Design adc_decim_avg, sky130hd; sources not shown.
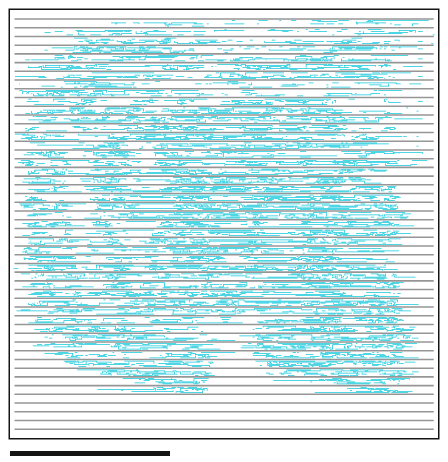
run_1/met1.png
Bar = 50 µm. Supply wires on this layer in gray.
The layer holds 44% of the routed length. 1,146 nets have wire on it. The wires run mostly horizontal.
Vias: 9,031
met1 Use GR: 0.411
total wire length after detailed routing: 26,200 µm

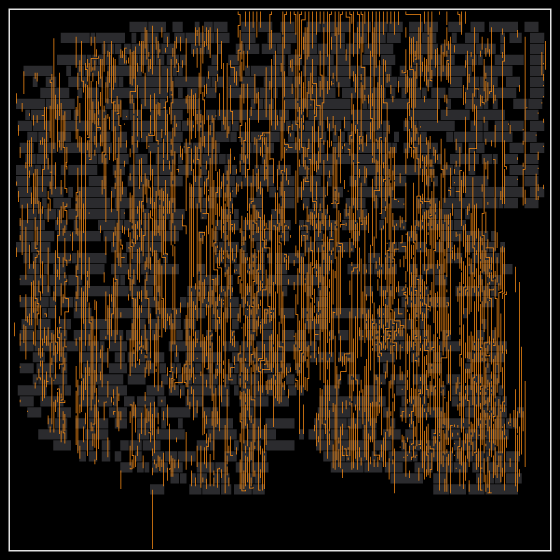
run_1/met2.png
Cells faint in the background.
The wires run mostly vertical. The layer holds 46% of the routed length. 1,047 nets have wire on it. The layer carries 12,000 µm of wire.
routing usage on met2: 0.464

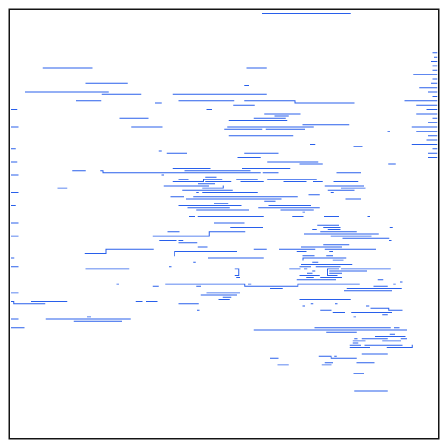
run_1/met3.png
The layer holds 7.0% of the routed length. 160 nets have wire on it. The longest straight run is 49.0 µm.
met3 global-route usage: 0.0369

==> impl_metrics.tcl, run 1 <==
# metrics dict for downstream scripts
set metrics [dict create \
    maxClockFrequency_ghz 0.124 \
    grt_use_total 0.296 \
    layout.cells.most_common "sky130_fd_sc_hd__nor2_1" \
    worst_ir_drop_vdd_mv 0.0641 \
    post-dp-hpwl_um 19400 \
    netlist_area_um2 8630 \
    yosys_warnings 0 \
    fraction_of_the_mapped_netlist_area_in_compound_gates 0.296 \
    crit_buf_inv 2 \
    ys_sh_xor 0.0660 \
    worst_case_register_to_register_setup_slack_ns 6.93 \
    netlist_top_cells_count "sky130_fd_sc_hd__nor2_1 (146), sky130_fd_sc_hd__nand2_1 (121), sky130_fd_sc_hd__a21oi_1 (95), sky130_fd_sc_hd__dfxtp_1 (72), sky130_fd_sc_hd__o21ai_0 (60)" \
    grt_antenna_before_repair 0 \
    cts_tree "done" \
    edf_count 0 \
    post_synth_and_or_nand_nor_area_fraction 0.218 \
    timing.critical_path.slowest_stage_cell "sky130_fd_sc_hd__o41ai_4" \
    clock-sinks 72 \
    critical_path.endpoint_type "flop" \
    top_logic_kind "AND-OR/OR-AND gates" \
    layout.cells.most_common_list "sky130_fd_sc_hd__nor2_1 (146), sky130_fd_sc_hd__nand2_1 (121), sky130_fd_sc_hd__a21oi_1 (95)" \
    timing.critical_path.cells "inv_2 > buf_4 > nand2_1 > nor3_1 > ha_1 > fa_1 > a211oi_1 > o211ai_1 > a21oi_1 > a21boi_1 > nand2_1 > ha_1 > mux4_2 > mux2i_1 > nand3b_1 > o21ai_0 > or4b_1 > nor4_1 > nand4_1 > o41ai_4 > o211ai_1 > a21oi_1" \
    cts_made_buffers 9 \
    yosys.stat.seqShare 0.167 \
    critical_path_maximum_fanout 36 \
    log.warning_count 29 \
    top_cell "sky130_fd_sc_hd__nor2_1" \
    critPathTopFamily "AND-OR/OR-AND gates" \
    finalWeightedCongestion 1.01 \
    via_per_inst 6.48 \
    worst_hold_path_type "reg2reg" \
    layout_worst_path_cycle_share 0.538 \
    dominantRegCellSynth "sky130_fd_sc_hd__dfxtp_1" \
    areaGrowthSynthToFinish_pct 11.4 \
    hold_ws_ns 0.309 \
    layout_min_cycle_time_ns 8.07 \
    top_cells_by_area "sky130_fd_sc_hd__dfxtp_1 (17%), sky130_fd_sc_hd__ha_1 (7.8%), sky130_fd_sc_hd__nor2_1 (6.4%), sky130_fd_sc_hd__a21oi_1 (5.5%), sky130_fd_sc_hd__nand2_1 (5.3%)" \
    drv_slew 0 \
    critical_path_arrival_ns 8.14 \
    grt_overflow 0 \
    rsz0062_at_grt "false" \
    clk_latency_ns 0.35 \
    synth-cells-yosys 1170 \
    tightestPinTransition_ns 1.13 \
    final-hold-violation-count 0 \
    cp-start-kind "flop" \
    root_buffer "sky130_fd_sc_hd__clkbuf_16" \
    wl_per_cell_um 18.8 \
    required_ns 15.08 \
    drt_first_pass_iters 6 \
    h-tree-depth 3 \
    drt.antenna.violating_nets 0 \
    die-area_um2 17800 \
    finalNetCount 1249 \
    timing.max_slew.rel_slack 0.248 \
    finalPower_w 0.000909 \
    maximum_number_of_pins_on_one_net_before_global_route_repair 61 \
    synth_nets 1250 \
    initCoreUtil 0.517 \
    synth_adder_area_share 0.0830 \
    total_leakage_power_nw 3.79 \
    yosysUniqueCellTypes 84 \
    n_antenna_cell 0 \
    crit_path_max_incr_delay_ns 0.82 \
    chipWidth_um 133 \
    io_buffers 88 \
    synth_top_cell_by_area "sky130_fd_sc_hd__dfxtp_1" \
    synth.mux.area_fraction 0.0931 \
    top_area_cell_type_share_of_the_netlist_area 0.167 \
    placement_rows 47 \
    number_of_flip_flops_in_the_largest_register 24 \
    grt_pass1_vias 8165 \
    number_of_synthesized_register_bits 72 \
    worstSetupPathType "reg2reg" \
    drt_iter0_markers 1107 \
    synthArstFlopShare 0 \
    final_util 0.575 \
    cellPowerDensity_nw_per_um2 94.6 \
    grt_first_pass_wirelength_um 42900 \
    min_delay_path_depth 2 \
    die_height_um 133 \
    worstSetupPathDepth 22 \
    outcome "finished, final reports clean" \
    final-setup-viol-count 0 \
    detail_route.drc_violations 0 \
    yosys.stat.chipArea_um2 8630 \
    cts_buffer_depth 2 \
]
-- run 1: per-layer routing --
| metal | wire, µm | vias up | track usage |
|---|---|---|---|
| li1 | - | 4324 | - |
| met1 | 11500 | 4229 | 0.411 |
| met2 | 12000 | 408 | 0.464 |
| met3 | 1830 | 70 | 0.0369 |
| met4 | 802 | 0 | 0.116 |
| met5 | 0 | - | 0 |
-- run 1: where the power goes --
part	total (W)	leakage [nW]	switching [W]	internal, W
logic	0.000448	3.06	0.000263	0.000185
registers	0.000241	0.584	0.0000286	0.000213
clock network	0.000220	0.149	0.0000851	0.000135
-- run 1: cell families after synthesis --
logic type / Yosys count
other: 1
AOI/OAI and AO/OA: 367
muxes: 66
DFF: 72
and+or+nand+nor: 408
buffers and inverters: 135
adders and majority gates: 56
xor gates and xnor gates: 65
-- run 1: worst min-delay path, cell delays in order (launching register included) --
cell and delay, ns:
sky130_fd_sc_hd__dfxtp_1 0.34, sky130_fd_sc_hd__xor2_1 0.07, sky130_fd_sc_hd__nor2_1 0.07
-- run 1: stage by stage --
step           setup WS (ns)  area [µm²]  cells
2_1_floorplan           7.95        8630   1170
3_3_place_gp            7.17        9310   1378
3_5_place_dp            7.08        9310   1378
4_1_cts                 7.07        9610   1394
5_1_grt                 6.43        9610   1394
6_report                6.93        9610   1394
-- run 1: area by class of cell --
cell class,instances,area (µm²)
clock inverters,5,56.3
repair buffers,99,963
clock buffers,11,246
inverters,24,90.1
well taps,220,275
flip-flops and latches,72,1450
multi-input cells,963,6530
fillers,1551,7090
run_1/final_congestion.png
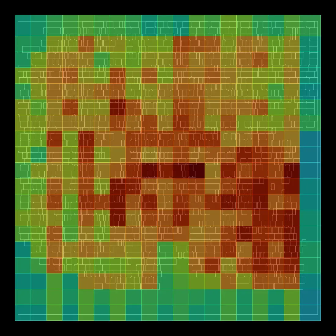

==> run 2: changes to the inputs <==
--- a/config.mk
+++ b/config.mk
@@ -10,7 +10,7 @@
 export CTS_BUF_LIST = sky130_fd_sc_hd__clkbuf_4 sky130_fd_sc_hd__clkbuf_8 sky130_fd_sc_hd__clkbuf_16
 export CTS_CLUSTER_DIAMETER = 30
 export DETAILED_ROUTE_END_ITERATION = 12
-export PLACE_DENSITY = 0.78
+export PLACE_DENSITY = 0.8
 export SKIP_CTS_REPAIR_TIMING = 1
 export SLEW_MARGIN = 10
 export SYNTH_ARGS = -nofsm -noshare
==> constraint.sdc (replaced) <==
create_clock -name clk -period 7 [get_ports clk]
set_clock_uncertainty 0.2 [all_clocks]
set_input_delay 1.4 -clock clk [delete_from_list [all_inputs] [get_ports clk]]
set_output_delay 1.4 -clock clk [all_outputs]
set_load 0.01 [all_outputs]
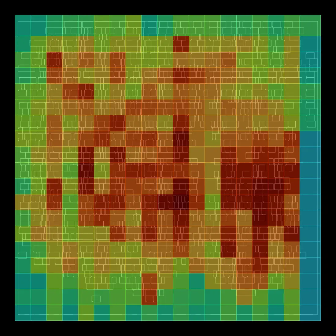
run_2/final_congestion.png
met3 global-route usage: 0.0464
global routing usage summed across all routing layers: 0.306
met1 Use GR: 0.405

==> run 2 against run 1 <==
Critical endpoint is now avg_out[14]. Wire length up 3.7%. Register-to-register slack got worse by 6.4 ns. Utilization grew 0.91 points. Synthesized cell count unchanged. Critical path type unchanged. Setup slack lost 6.4 ns.
==> impl_metrics.tcl, run 2 <==
# metrics dict for downstream scripts
set metrics [dict create \
    grt_pass1_vias 8453 \
    drv_slew 0 \
    worst_hold_path_type "reg2reg" \
    p_comb_frac 0.490 \
    via_per_inst 6.50 \
    grt_overflow 0 \
    areaGrowthSynthToFinish_pct 13.2 \
    final-setup-viol-count 0 \
    power_frac_clock 0.253 \
    worstSetupPathType "reg2reg" \
    top_area_cell_type_share_of_the_netlist_area 0.167 \
    place_area_um2 9420 \
    netlist_area_um2 8630 \
    finalWeightedCongestion 1.01 \
    internal-power_w 0.00117 \
    netlist_top_cells_count "sky130_fd_sc_hd__nor2_1 (146), sky130_fd_sc_hd__nand2_1 (121), sky130_fd_sc_hd__a21oi_1 (95), sky130_fd_sc_hd__dfxtp_1 (72), sky130_fd_sc_hd__o21ai_0 (60)" \
    die_height_um 133 \
    min_delay_path_depth 2 \
    synth_nets 1250 \
    number_of_flip_flops_in_the_largest_register 24 \
    power.sequential.fraction 0.257 \
    timing.critical_path.slowest_stage_cell "sky130_fd_sc_hd__or4b_1" \
    worst_ir_drop_vdd_mv 0.178 \
    worstSetupPathDepth 21 \
    cellPowerDensity_nw_per_um2 204 \
    n_antenna_cell 0 \
    crit_path_max_incr_delay_ns 0.53 \
    top_cells_by_area "sky130_fd_sc_hd__dfxtp_1 (17%), sky130_fd_sc_hd__ha_1 (7.8%), sky130_fd_sc_hd__nor2_1 (6.4%), sky130_fd_sc_hd__a21oi_1 (5.5%), sky130_fd_sc_hd__nand2_1 (5.3%)" \
    outcome "finished, final reports clean" \
    switchingPower_w 0.000821 \
    layout_worst_path_cycle_share 0.929 \
    required_ns 7.07 \
    cts_tree "done" \
    chipWidth_um 133 \
    initCoreUtil 0.517 \
    yosysUniqueCellTypes 84 \
    h-tree-depth 3 \
    grt_antenna_before_repair 0 \
    clk_latency_ns 0.35 \
    critical_path.endpoint_type "flop" \
    rsz0062_at_grt "false" \
    finalNetCount 1265 \
    top_cell "sky130_fd_sc_hd__nor2_1" \
    yosys.stat.seqShare 0.167 \
    final_cell_area_um2 9760 \
    final-hold-violation-count 0 \
    cts_buffer_depth 2 \
    hold_ws_ns 0.335 \
]
## run 2: layout make-up
type,instances,area [µm²],share of cell area
clock inverters,7,93.8,0.00961
flip-flops and latches,72,1450,0.148
inverters,24,90.1,0.00923
clock buffers,9,225,0.0231
repair buffers,115,1100,0.112
multi-input cells,963,6540,0.670
well taps,220,275,0.0282
## run 2: metrics by stage
step	setup slack, ns	util	total power [W]	cells
floorplan	0.0245	-	0.00119	1170
global placement	0.431	0.564	0.00147	1393
detailed placement	0.318	0.564	0.00147	1393
CTS	0.252	0.583	0.00197	1409
global route	0.106	0.585	0.00211	1410
finish	0.498	0.585	0.00199	1410
## run 2: cell families (layout without fill, tap and decap cells)
logic type               count (synthesis)  in the layout  synth area share
AND/OR/NAND/NOR                        408            408             0.218
AND-OR/OR-AND                          367            367             0.296
buffers and inverters                  135            155            0.0761
flip-flops                              72             72             0.167
multiplexers                            66             66            0.0931
XOR/XNOR                                65             65            0.0660
adder cells (fa/ha/maj)                 56             56            0.0830
other                                    1              1          0.000435
## run 2: power groups by stage
stage | clock, W | sequential, W | combinational, W
2_1_floorplan | 0 | 0.000505 | 0.000688
4_1_cts | 0.000507 | 0.000511 | 0.000955
3_5_place_dp | 0 | 0.000520 | 0.000950
5_1_grt | 0.000528 | 0.000519 | 0.00106
3_3_place_gp | 0 | 0.000518 | 0.000952
6_report | 0.000505 | 0.000512 | 0.000977
## run 2: worst min-delay path, stage by stage, from the launching register on
cell	delay (ns)
sky130_fd_sc_hd__dfxtp_1	0.35
sky130_fd_sc_hd__xor2_1	0.08
sky130_fd_sc_hd__nor2_1	0.07
## run 2: layer usage
layer	up-vias	wire, µm	track usage
met3	75	1790	0.0464
li1	4363	-	-
met2	445	12500	0.488
met4	0	1050	0.142
met1	4278	11800	0.405
met5	-	0	0
Power is estimated from default activity; no workload was simulated.
